**config.mk**
```make
export PLATFORM = sky130hd
export DESIGN_NAME = cache_page_transfer_sequencer
export DESIGN_NICKNAME = d
export VERILOG_FILES = /design/src/rtl/cache_page_transfer_sequencer.sv
export SDC_FILE = /design/constraint.sdc
export NUM_CORES = 1
export LEC_CHECK = 0
export CORE_MARGIN = 1.5
export CORE_UTILIZATION = 45
export DETAILED_ROUTE_END_ITERATION = 8
export PLACE_DENSITY = 0.86
export SYNTH_ARGS = -nofsm -noshare
export SYNTH_HDL_FRONTEND = slang
export SYNTH_SLANG_ARGS = --single-unit
```
**constraint.sdc**
```tcl
create_clock -name wb_clk_i -period 2.62 [get_ports wb_clk_i]
set_input_delay 0.524 -clock wb_clk_i [delete_from_list [all_inputs] [get_ports wb_clk_i]]
set_output_delay 0.524 -clock wb_clk_i [all_outputs]
set_load 0.1 [all_outputs]
```
**src/rtl/cache_page_transfer_sequencer.sv**
```systemverilog
`default_nettype none
// ============================================================================
// Module      : cache_page_transfer_sequencer
// Description : Moves one cache page between the cache SRAM primary port and
//               the QSPI RAM device. An optional writeback phase streams the
//               old page out (SRAM read -> QSPI store), then the load phase
//               streams the new page in (QSPI read -> SRAM write).
// Ports       : wb_clk_i/wb_rst_i       clock, synchronous active-high reset
//               enable                  subsystem enable, low aborts
//               req_*                   request handshake and page fields
//               done/aborted/busy       transfer status
//               qspi_*                  QSPI device command/handshake
//               sram_*                  SRAM primary port access
// Revision    : 1.0 - initial release
// ============================================================================
module cache_page_transfer_sequencer #(
    parameter int ADDRESS_SIZE            = 24,
    parameter int SRAM_ADDRESS_SIZE       = 9,
    parameter int PAGE_INDEX_ADDRESS_SIZE = 4
) (
    input  logic                                   wb_clk_i,
    input  logic                                   wb_rst_i,
    input  logic                                   enable,
    input  logic                                   req_valid,
    output logic                                   req_ready,
    input  logic [PAGE_INDEX_ADDRESS_SIZE-1:0]     req_page,
    input  logic                                   req_writeback,
    input  logic [ADDRESS_SIZE-3-(SRAM_ADDRESS_SIZE-PAGE_INDEX_ADDRESS_SIZE):0] req_wb_page_number,
    input  logic [ADDRESS_SIZE-3-(SRAM_ADDRESS_SIZE-PAGE_INDEX_ADDRESS_SIZE):0] req_ld_page_number,
    output logic                                   done,
    output logic                                   aborted,
    output logic                                   busy,
    output logic [ADDRESS_SIZE-1:0]                qspi_address,
    output logic                                   qspi_changeAddress,
    output logic                                   qspi_requestData,
    output logic                                   qspi_storeData,
    output logic                                   qspi_interruptOperation,
    input  logic                                   qspi_wordComplete,
    input  logic                                   qspi_initialised,
    input  logic                                   qspi_busy,
    output logic                                   sram_enable,
    output logic                                   sram_write_enable,
    output logic [SRAM_ADDRESS_SIZE-1:0]           sram_address,
    input  logic                                   sram_busy
);

    localparam int c_WORD_BITS        = SRAM_ADDRESS_SIZE - PAGE_INDEX_ADDRESS_SIZE;
    localparam int c_PAGE_NUMBER_SIZE = ADDRESS_SIZE - 2 - c_WORD_BITS;

    localparam logic [c_WORD_BITS-1:0] c_WORD_ONE = 1;

    localparam logic [3:0] c_IDLE     = 4'd0;
    localparam logic [3:0] c_WB_ADDR  = 4'd1;
    localparam logic [3:0] c_WB_READ  = 4'd2;
    localparam logic [3:0] c_WB_STORE = 4'd3;
    localparam logic [3:0] c_LD_ADDR  = 4'd4;
    localparam logic [3:0] c_LD_WAIT  = 4'd5;
    localparam logic [3:0] c_LD_WRITE = 4'd6;
    localparam logic [3:0] c_DONE     = 4'd7;
    localparam logic [3:0] c_ABORT    = 4'd8;

    logic [3:0]                         r_state;
    logic [c_WORD_BITS-1:0]             r_word_index;
    logic [PAGE_INDEX_ADDRESS_SIZE-1:0] r_page;
    logic [c_PAGE_NUMBER_SIZE-1:0]      r_ld_page;
    logic [ADDRESS_SIZE-1:0]            r_qspi_address;

    logic w_accept;
    logic w_last_word;
    logic w_active;

    assign w_accept    = (r_state == c_IDLE) && req_valid && enable && qspi_initialised;
    assign w_last_word = &r_word_index;
    // States in which a falling enable must abandon the transfer.
    assign w_active    = (r_state != c_IDLE) && (r_state != c_ABORT);

    always_ff @(posedge wb_clk_i) begin
        if (wb_rst_i) begin
            r_state        <= c_IDLE;
            r_word_index   <= '0;
            r_page         <= '0;
            r_ld_page      <= '0;
            r_qspi_address <= '0;
        end else if (w_active && !enable) begin
            r_state <= c_ABORT;
        end else begin
            case (r_state)
                c_IDLE: begin
                    if (w_accept) begin
                        r_page    <= req_page;
                        r_ld_page <= req_ld_page_number;
                        // The phase address is staged here so it is already
                        // stable when changeAddress pulses.
                        if (req_writeback) begin
                            r_qspi_address <= {req_wb_page_number, {c_WORD_BITS{1'b0}}, 2'b00};
                            r_state        <= c_WB_ADDR;
                        end else begin
                            r_qspi_address <= {req_ld_page_number, {c_WORD_BITS{1'b0}}, 2'b00};
                            r_state        <= c_LD_ADDR;
                        end
                    end
                end
                c_WB_ADDR: begin
                    if (!qspi_busy) r_state <= c_WB_READ;
                end
                c_WB_READ: begin
                    if (!sram_busy) r_state <= c_WB_STORE;
                end
                c_WB_STORE: begin
                    if (qspi_wordComplete) begin
                        if (w_last_word) begin
                            r_word_index   <= '0;
                            r_qspi_address <= {r_ld_page, {c_WORD_BITS{1'b0}}, 2'b00};
                            r_state        <= c_LD_ADDR;
                        end else begin
                            r_word_index <= r_word_index + c_WORD_ONE;
                            r_state      <= c_WB_READ;
                        end
                    end
                end
                c_LD_ADDR: begin
                    if (!qspi_busy) r_state <= c_LD_WAIT;
                end
                c_LD_WAIT: begin
                    if (qspi_wordComplete) r_state <= c_LD_WRITE;
                end
                c_LD_WRITE: begin
                    if (!sram_busy) begin
                        if (w_last_word) begin
                            r_state <= c_DONE;
                        end else begin
                            r_word_index <= r_word_index + c_WORD_ONE;
                            r_state      <= c_LD_WAIT;
                        end
                    end
                end
                c_DONE, c_ABORT: begin
                    r_word_index <= '0;
                    r_state      <= c_IDLE;
                end
                default: begin
                    r_word_index <= '0;
                    r_state      <= c_IDLE;
                end
            endcase
        end
    end

    // Every strobe is gated by enable so an abort drops them in the same
    // cycle enable falls, before the state register reaches ABORT.
    assign req_ready               = (r_state == c_IDLE);
    assign busy                    = (r_state != c_IDLE);
    assign done                    = (r_state == c_DONE) && enable;
    assign aborted                 = (r_state == c_ABORT);
    assign qspi_interruptOperation = (r_state == c_ABORT);
    assign qspi_address            = r_qspi_address;
    assign qspi_changeAddress      = ((r_state == c_WB_ADDR) || (r_state == c_LD_ADDR))
                                     && !qspi_busy && enable;
    assign qspi_requestData        = (r_state == c_LD_WAIT) && enable;
    assign qspi_storeData          = (r_state == c_WB_STORE) && enable;
    assign sram_enable             = ((r_state == c_WB_READ) || (r_state == c_LD_WRITE)) && enable;
    assign sram_write_enable       = (r_state == c_LD_WRITE) && enable;
    assign sram_address            = {r_page, r_word_index};

endmodule
`default_nettype wire

```
run_1/final_placement.png
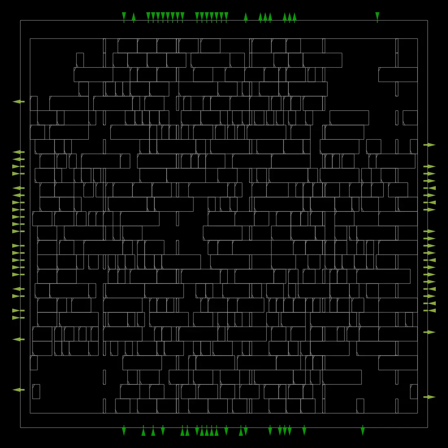
number of well taps: 70
Site Rows: 26

run_1/port_nets.png
(4 px per µm)
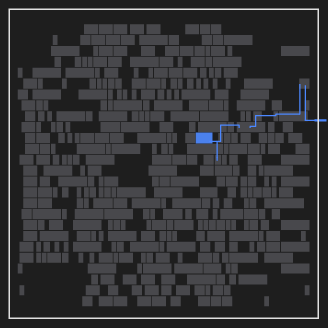
| port | color | direction | edge | end cells | buffers | wire |
|---|---|---|---|---|---|---|
| `busy` | blue | output | right | 1 | 1 | 51.5 µm |
number of top-level pins: 90
Port Buf Inserts: 82

run_1/drive_strength.png
(6 px per µm)
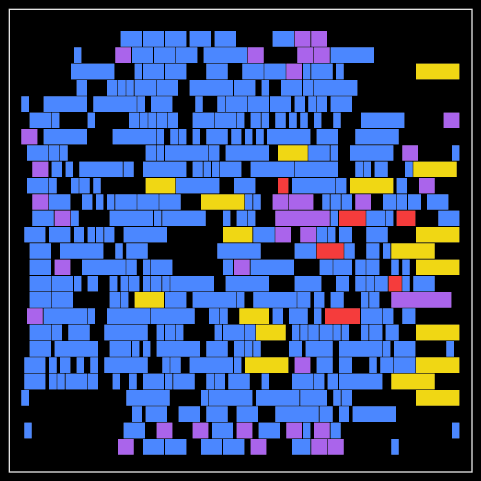
| size | color | cells | share |
|---|---|---|---|
| drive 6 and up | yellow | 18 | 4.7% |
| drive 3 to 4 | purple | 34 | 9.0% |
| drive 2 | red | 6 | 1.6% |
| drive 1 or less | blue | 321 | 85% |
area of all placed cells without fillers: 3426 µm²
worst path setup slack after routing: 0.2001 ns
Synth-to-Final Area Change: 39.48%
non-clock buffer instance count of the final layout: 88

run_1/gate_families.png
(6 px per µm)
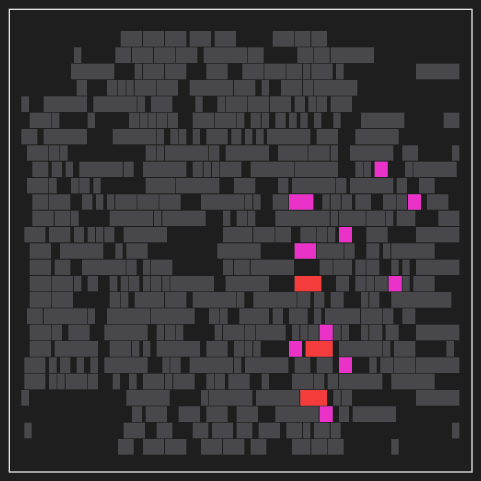
| family | color | cells |
|---|---|---|
| adder and majority cells | red | 3 |
| AND and OR gates | magenta | 10 |
post-route non-filler standard cell count: 449
Top cell excl fill/tap: nand2_1
logic share of the area: 0.3999

==> run_summary.xml, run 1 <==
<?xml version="1.0" encoding="UTF-8"?>
<metrics>
  <group name="min_path">
    <metric name="min_delay_path_depth" unit="">2</metric>
  </group>
  <group name="route">
    <metric name="route.top_layer_used" unit="">met4</metric>
    <metric name="avgViaCountPerCell" unit="">5.276</metric>
  </group>
  <group name="power_and_ir_drop">
    <metric name="p_comb" unit="mW">1.64</metric>
    <metric name="comb_power_share" unit="">0.549</metric>
    <metric name="power.group.top" unit="">combinational logic</metric>
    <metric name="power_frac_clock" unit="">0.145</metric>
  </group>
  <group name="outcome">
    <metric name="run_status" unit="">complete, no violations</metric>
  </group>
  <group name="final_layout">
    <metric name="clockNetworkAreaShare" unit="">0.02557</metric>
  </group>
  <group name="worst_setup_path">
    <metric name="crit_path_end_kind" unit="">output port</metric>
    <metric name="ff2ff_path_depth" unit="">8</metric>
    <metric name="timing.critical_path.to" unit="">sram_write_enable</metric>
  </group>
  <group name="logic_synthesis">
    <metric name="post_synth_and_or_nand_nor_area_fraction" unit="">0.2191</metric>
    <metric name="topCombFamilyByArea" unit="">simple AND/OR/NAND/NOR gates</metric>
    <metric name="post_synth_xor_area_fraction" unit="">0.003566</metric>
    <metric name="synth.cell_area" unit="µm²">2456</metric>
    <metric name="fraction_of_registers_with_async_set_or_reset_after_synthesis" unit="">0</metric>
  </group>
  <group name="global_routing">
    <metric name="first_global_vias" unit="">2171</metric>
    <metric name="globalRouteMet2Util" unit="">0.3885</metric>
    <metric name="gr-usage-met1" unit="">0.2419</metric>
  </group>
  <group name="timing">
    <metric name="period_used_share" unit="">0.9236</metric>
    <metric name="worst_hold_slack" unit="ns">0.4584</metric>
  </group>
  <group name="clock_network">
    <metric name="htreeDepth" unit="">2</metric>
    <metric name="clock_path_buffers" unit="">2</metric>
    <metric name="clock_insertion_delay_worst_skew" unit="ns">0.29</metric>
    <metric name="cts_setup_buffers" unit="">0</metric>
  </group>
</metrics>
==> run 2: changes to the inputs <==
--- a/config.mk
+++ b/config.mk
@@ -7,6 +7,7 @@
 export LEC_CHECK = 0
 export CORE_MARGIN = 1.5
 export CORE_UTILIZATION = 45
+export CTS_BUF_LIST = sky130_fd_sc_hd__clkbuf_16
 export DETAILED_ROUTE_END_ITERATION = 8
 export PLACE_DENSITY = 0.86
 export SYNTH_ARGS = -nofsm -noshare
run_2/pins.png
(6 px per µm) Pins as bars across the die edge, other pins in gray.
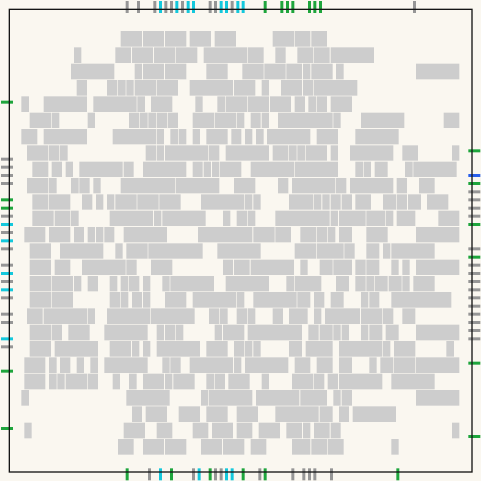
| port | color | pins | direction | edge |
|---|---|---|---|---|
| `qspi_address` | green | 24 | output | 7 top, 6 bottom, 6 right, 5 left |
| `req_wb_page_number` | cyan | 17 | input | 8 top, 5 left, 4 bottom |
| `busy` | blue | 1 | output | right |
all pins by edge: 25 top, 23 left, 22 right, 20 bottom
Die H: 76.88 µm
die width: 76.88 µm

run_2/drive_strength.png
(6 px per µm)
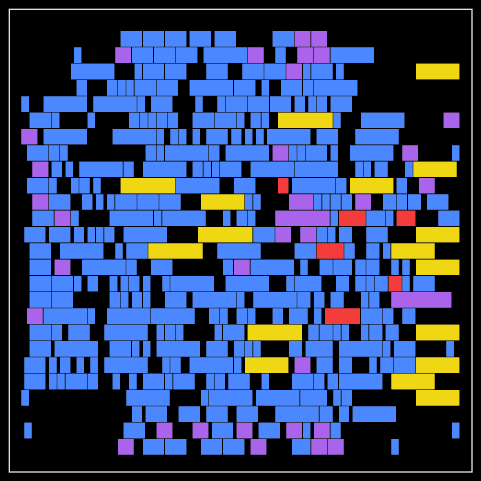
| size | color | cells | share |
|---|---|---|---|
| drive 2 | red | 6 | 1.6% |
| drive 3 to 4 | purple | 34 | 9.0% |
| drive 1 or less | blue | 322 | 85% |
| drive 6 and up | yellow | 17 | 4.5% |
Synth-to-Final Area Change: 41.37%
area of all placed cells without fillers: 3472 µm²
worst path setup slack after routing: 0.1962 ns

==> run 2 against run 1 <==
Compared with the run above: flip-flop count did not move; first-iteration DRC count down 29%; wire length increased by 0.26%; via count about the same; combinational power about the same; fmax is 0.16% lower; final cell count unchanged; non-clock buffer count unchanged; sequential power is essentially flat; cell area grew 1.4%; synthesized cell count did not move.
==> run_summary.xml, run 2 <==
<?xml version="1.0" encoding="UTF-8"?>
<metrics>
  <group name="outcome">
    <metric name="run_status" unit="">complete, no violations</metric>
  </group>
  <group name="timing">
    <metric name="achievable-frequency" unit="MHz">412.6</metric>
    <metric name="worst_hold_slack" unit="ns">0.4530</metric>
    <metric name="period_used_share" unit="">0.9251</metric>
  </group>
  <group name="place">
    <metric name="post_place_setup_slack" unit="ns">0.1847</metric>
    <metric name="placement.io_buffers" unit="">82</metric>
  </group>
  <group name="logic_synthesis">
    <metric name="post_synth_xor_area_fraction" unit="">0.003566</metric>
    <metric name="syn-mean-instance-area" unit="µm²">7.974</metric>
    <metric name="synth.lib_cells_used.distinct" unit="">39</metric>
    <metric name="fraction_of_registers_with_async_set_or_reset_after_synthesis" unit="">0</metric>
    <metric name="top_cell_area_share" unit="">0.3831</metric>
    <metric name="synth-main-ff-cell" unit="">dfxtp_1</metric>
    <metric name="topCombFamilyByArea" unit="">simple AND/OR/NAND/NOR gates</metric>
  </group>
  <group name="floorplanning">
    <metric name="placement_rows" unit="">26</metric>
    <metric name="well_tap_count" unit="">70</metric>
    <metric name="num_io_pins" unit="">90</metric>
    <metric name="placeableCoreArea" unit="µm²">5172</metric>
    <metric name="fp_util" unit="">0.4748</metric>
  </group>
  <group name="power_and_ir_drop">
    <metric name="power_frac_clock" unit="">0.186</metric>
    <metric name="clock_net_power" unit="mW">0.584</metric>
    <metric name="power.group.top" unit="">combinational logic</metric>
    <metric name="p_comb" unit="mW">1.64</metric>
    <metric name="seq_power_share" unit="">0.292</metric>
    <metric name="comb_power_share" unit="">0.522</metric>
  </group>
  <group name="run">
    <metric name="maxCapViolations" unit="">0</metric>
  </group>
  <group name="worst_setup_path">
    <metric name="crit_path_end_kind" unit="">output port</metric>
    <metric name="worst-path-stages" unit="">5</metric>
    <metric name="ff2ff_path_depth" unit="">8</metric>
    <metric name="timing.critical_path.to" unit="">sram_write_enable</metric>
  </group>
  <group name="global_routing">
    <metric name="gr-usage-met1" unit="">0.2434</metric>
    <metric name="first_global_vias" unit="">2231</metric>
    <metric name="track_usage" unit="">0.2136</metric>
  </group>
  <group name="clock_network">
    <metric name="cts_setup_buffers" unit="">0</metric>
    <metric name="clock_tree.root_cell" unit="">clkbuf_16</metric>
    <metric name="clock_path_buffers" unit="">2</metric>
    <metric name="clock_insertion_delay_worst_skew" unit="ns">0.28</metric>
    <metric name="htreeDepth" unit="">2</metric>
  </group>
  <group name="route">
    <metric name="avgViaCountPerCell" unit="">5.281</metric>
    <metric name="total_routed_wire_length_on_the_met1_layer" unit="µm">2463</metric>
    <metric name="route.top_layer_used" unit="">met4</metric>
    <metric name="initial_drt_markers" unit="">101</metric>
  </group>
  <group name="final_layout">
    <metric name="comb_area_share" unit="">0.3946</metric>
    <metric name="dominant-cell-class" unit="">multi-input combinational cells</metric>
    <metric name="signal_buffers" unit="">88</metric>
    <metric name="clockBufferCount" unit="">5</metric>
    <metric name="layout_top_cell_excl_fill_tap" unit="">nand2_1</metric>
    <metric name="clockNetworkAreaShare" unit="">0.03856</metric>
    <metric name="fillCellCount" unit="">443</metric>
    <metric name="post_route_non_filler_standard_cell_count" unit="">449</metric>
  </group>
  <group name="min_path">
    <metric name="min_delay_path_depth" unit="">2</metric>
  </group>
</metrics>
==> run 3: changes to the inputs <==
--- a/config.mk
+++ b/config.mk
@@ -10,6 +10,7 @@
 export CTS_BUF_LIST = sky130_fd_sc_hd__clkbuf_16
 export DETAILED_ROUTE_END_ITERATION = 8
 export PLACE_DENSITY = 0.86
+export SLEW_MARGIN = 5
 export SYNTH_ARGS = -nofsm -noshare
 export SYNTH_HDL_FRONTEND = slang
 export SYNTH_SLANG_ARGS = --single-unit
run_3/gate_families.png
(6 px per µm)
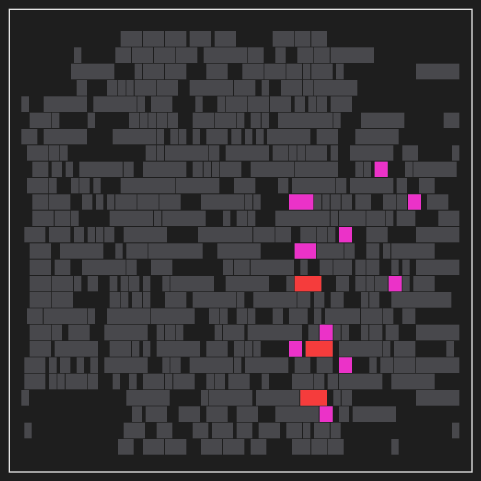
| family | color | cells |
|---|---|---|
| adder and majority cells | red | 3 |
| AND and OR gates | magenta | 10 |
logic share of the area: 0.3946

run_3/port_nets.png
(4 px per µm)
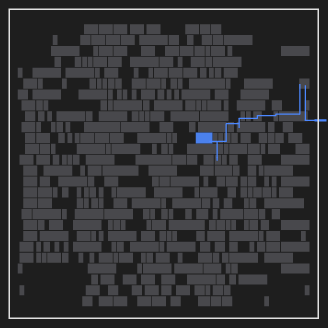
| port | color | direction | edge | end cells | buffers | wire |
|---|---|---|---|---|---|---|
| `busy` | blue | output | right | 1 | 1 | 53.9 µm |

==> run 3 against run 2 <==
Compared with the run above: first-iteration DRC count stayed put; total power stayed put; via count stayed put; largest power group unchanged; critical path type unchanged; critical path depth stayed put; sequential power hardly changed; synthesized area stayed put; non-clock buffer count stayed put; sequential share of layout area stayed put; synthesized cell count stayed put; global-route usage stayed put.
==> run_summary.xml, run 3 <==
<?xml version="1.0" encoding="UTF-8"?>
<metrics>
  <group name="clock_network">
    <metric name="clock_insertion_delay_worst_skew" unit="ns">0.28</metric>
    <metric name="clock_buffer_count_from_cts" unit="">5</metric>
    <metric name="cts_setup_buffers" unit="">0</metric>
    <metric name="clock_tree.root_cell" unit="">clkbuf_16</metric>
  </group>
  <group name="timing">
    <metric name="period_used_share" unit="">0.9251</metric>
    <metric name="worst_slew_margin_rel" unit="">0.4836</metric>
    <metric name="worst_hold_slack" unit="ns">0.4530</metric>
    <metric name="postLayoutSetupSlackWorst" unit="ns">0.1962</metric>
    <metric name="maxSlewViolCount" unit="">0</metric>
    <metric name="achievable-frequency" unit="MHz">412.6</metric>
  </group>
  <group name="place">
    <metric name="placement.io_buffers" unit="">82</metric>
    <metric name="dp_hpwl" unit="µm">4566</metric>
  </group>
  <group name="power_and_ir_drop">
    <metric name="comb_power_share" unit="">0.522</metric>
    <metric name="power_frac_clock" unit="">0.186</metric>
    <metric name="p_comb" unit="mW">1.64</metric>
    <metric name="power.group.top" unit="">combinational logic</metric>
    <metric name="clock_net_power" unit="mW">0.584</metric>
    <metric name="seq_power_share" unit="">0.292</metric>
  </group>
  <group name="route">
    <metric name="initial_drt_markers" unit="">101</metric>
    <metric name="avgViaCountPerCell" unit="">5.281</metric>
    <metric name="total_routed_wire_length_on_the_met1_layer" unit="µm">2463</metric>
    <metric name="route.top_layer_used" unit="">met4</metric>
    <metric name="detailedRoute.firstPassIterationCount" unit="">4</metric>
  </group>
  <group name="final_layout">
    <metric name="final_design_area_no_fill" unit="µm²">3472</metric>
    <metric name="fillCellCount" unit="">443</metric>
    <metric name="signal_buffers" unit="">88</metric>
    <metric name="layout_top_cell_excl_fill_tap" unit="">nand2_1</metric>
    <metric name="clockNetworkAreaShare" unit="">0.03856</metric>
    <metric name="post_route_non_filler_standard_cell_count" unit="">449</metric>
  </group>
  <group name="logic_synthesis">
    <metric name="fraction_of_registers_with_async_set_or_reset_after_synthesis" unit="">0</metric>
    <metric name="post_synth_xor_area_fraction" unit="">0.003566</metric>
    <metric name="synth-main-ff-cell" unit="">dfxtp_1</metric>
    <metric name="synth.lib_cells_used.distinct" unit="">39</metric>
  </group>
  <group name="global_routing">
    <metric name="grt-ovfl-total" unit="">0</metric>
    <metric name="gr-usage-met1" unit="">0.2434</metric>
    <metric name="track_usage" unit="">0.2136</metric>
    <metric name="first_global_vias" unit="">2231</metric>
  </group>
  <group name="floorplanning">
    <metric name="well_tap_count" unit="">70</metric>
    <metric name="die-width" unit="µm">76.88</metric>
    <metric name="placeableCoreArea" unit="µm²">5172</metric>
    <metric name="placement_rows" unit="">26</metric>
    <metric name="num_io_pins" unit="">90</metric>
  </group>
  <group name="outcome">
    <metric name="run_status" unit="">complete, no violations</metric>
  </group>
  <group name="worst_setup_path">
    <metric name="timing.critical_path.to" unit="">sram_write_enable</metric>
  </group>
  <group name="run">
    <metric name="maxCapViolations" unit="">0</metric>
  </group>
</metrics>
Power and IR drop assume default switching activity.
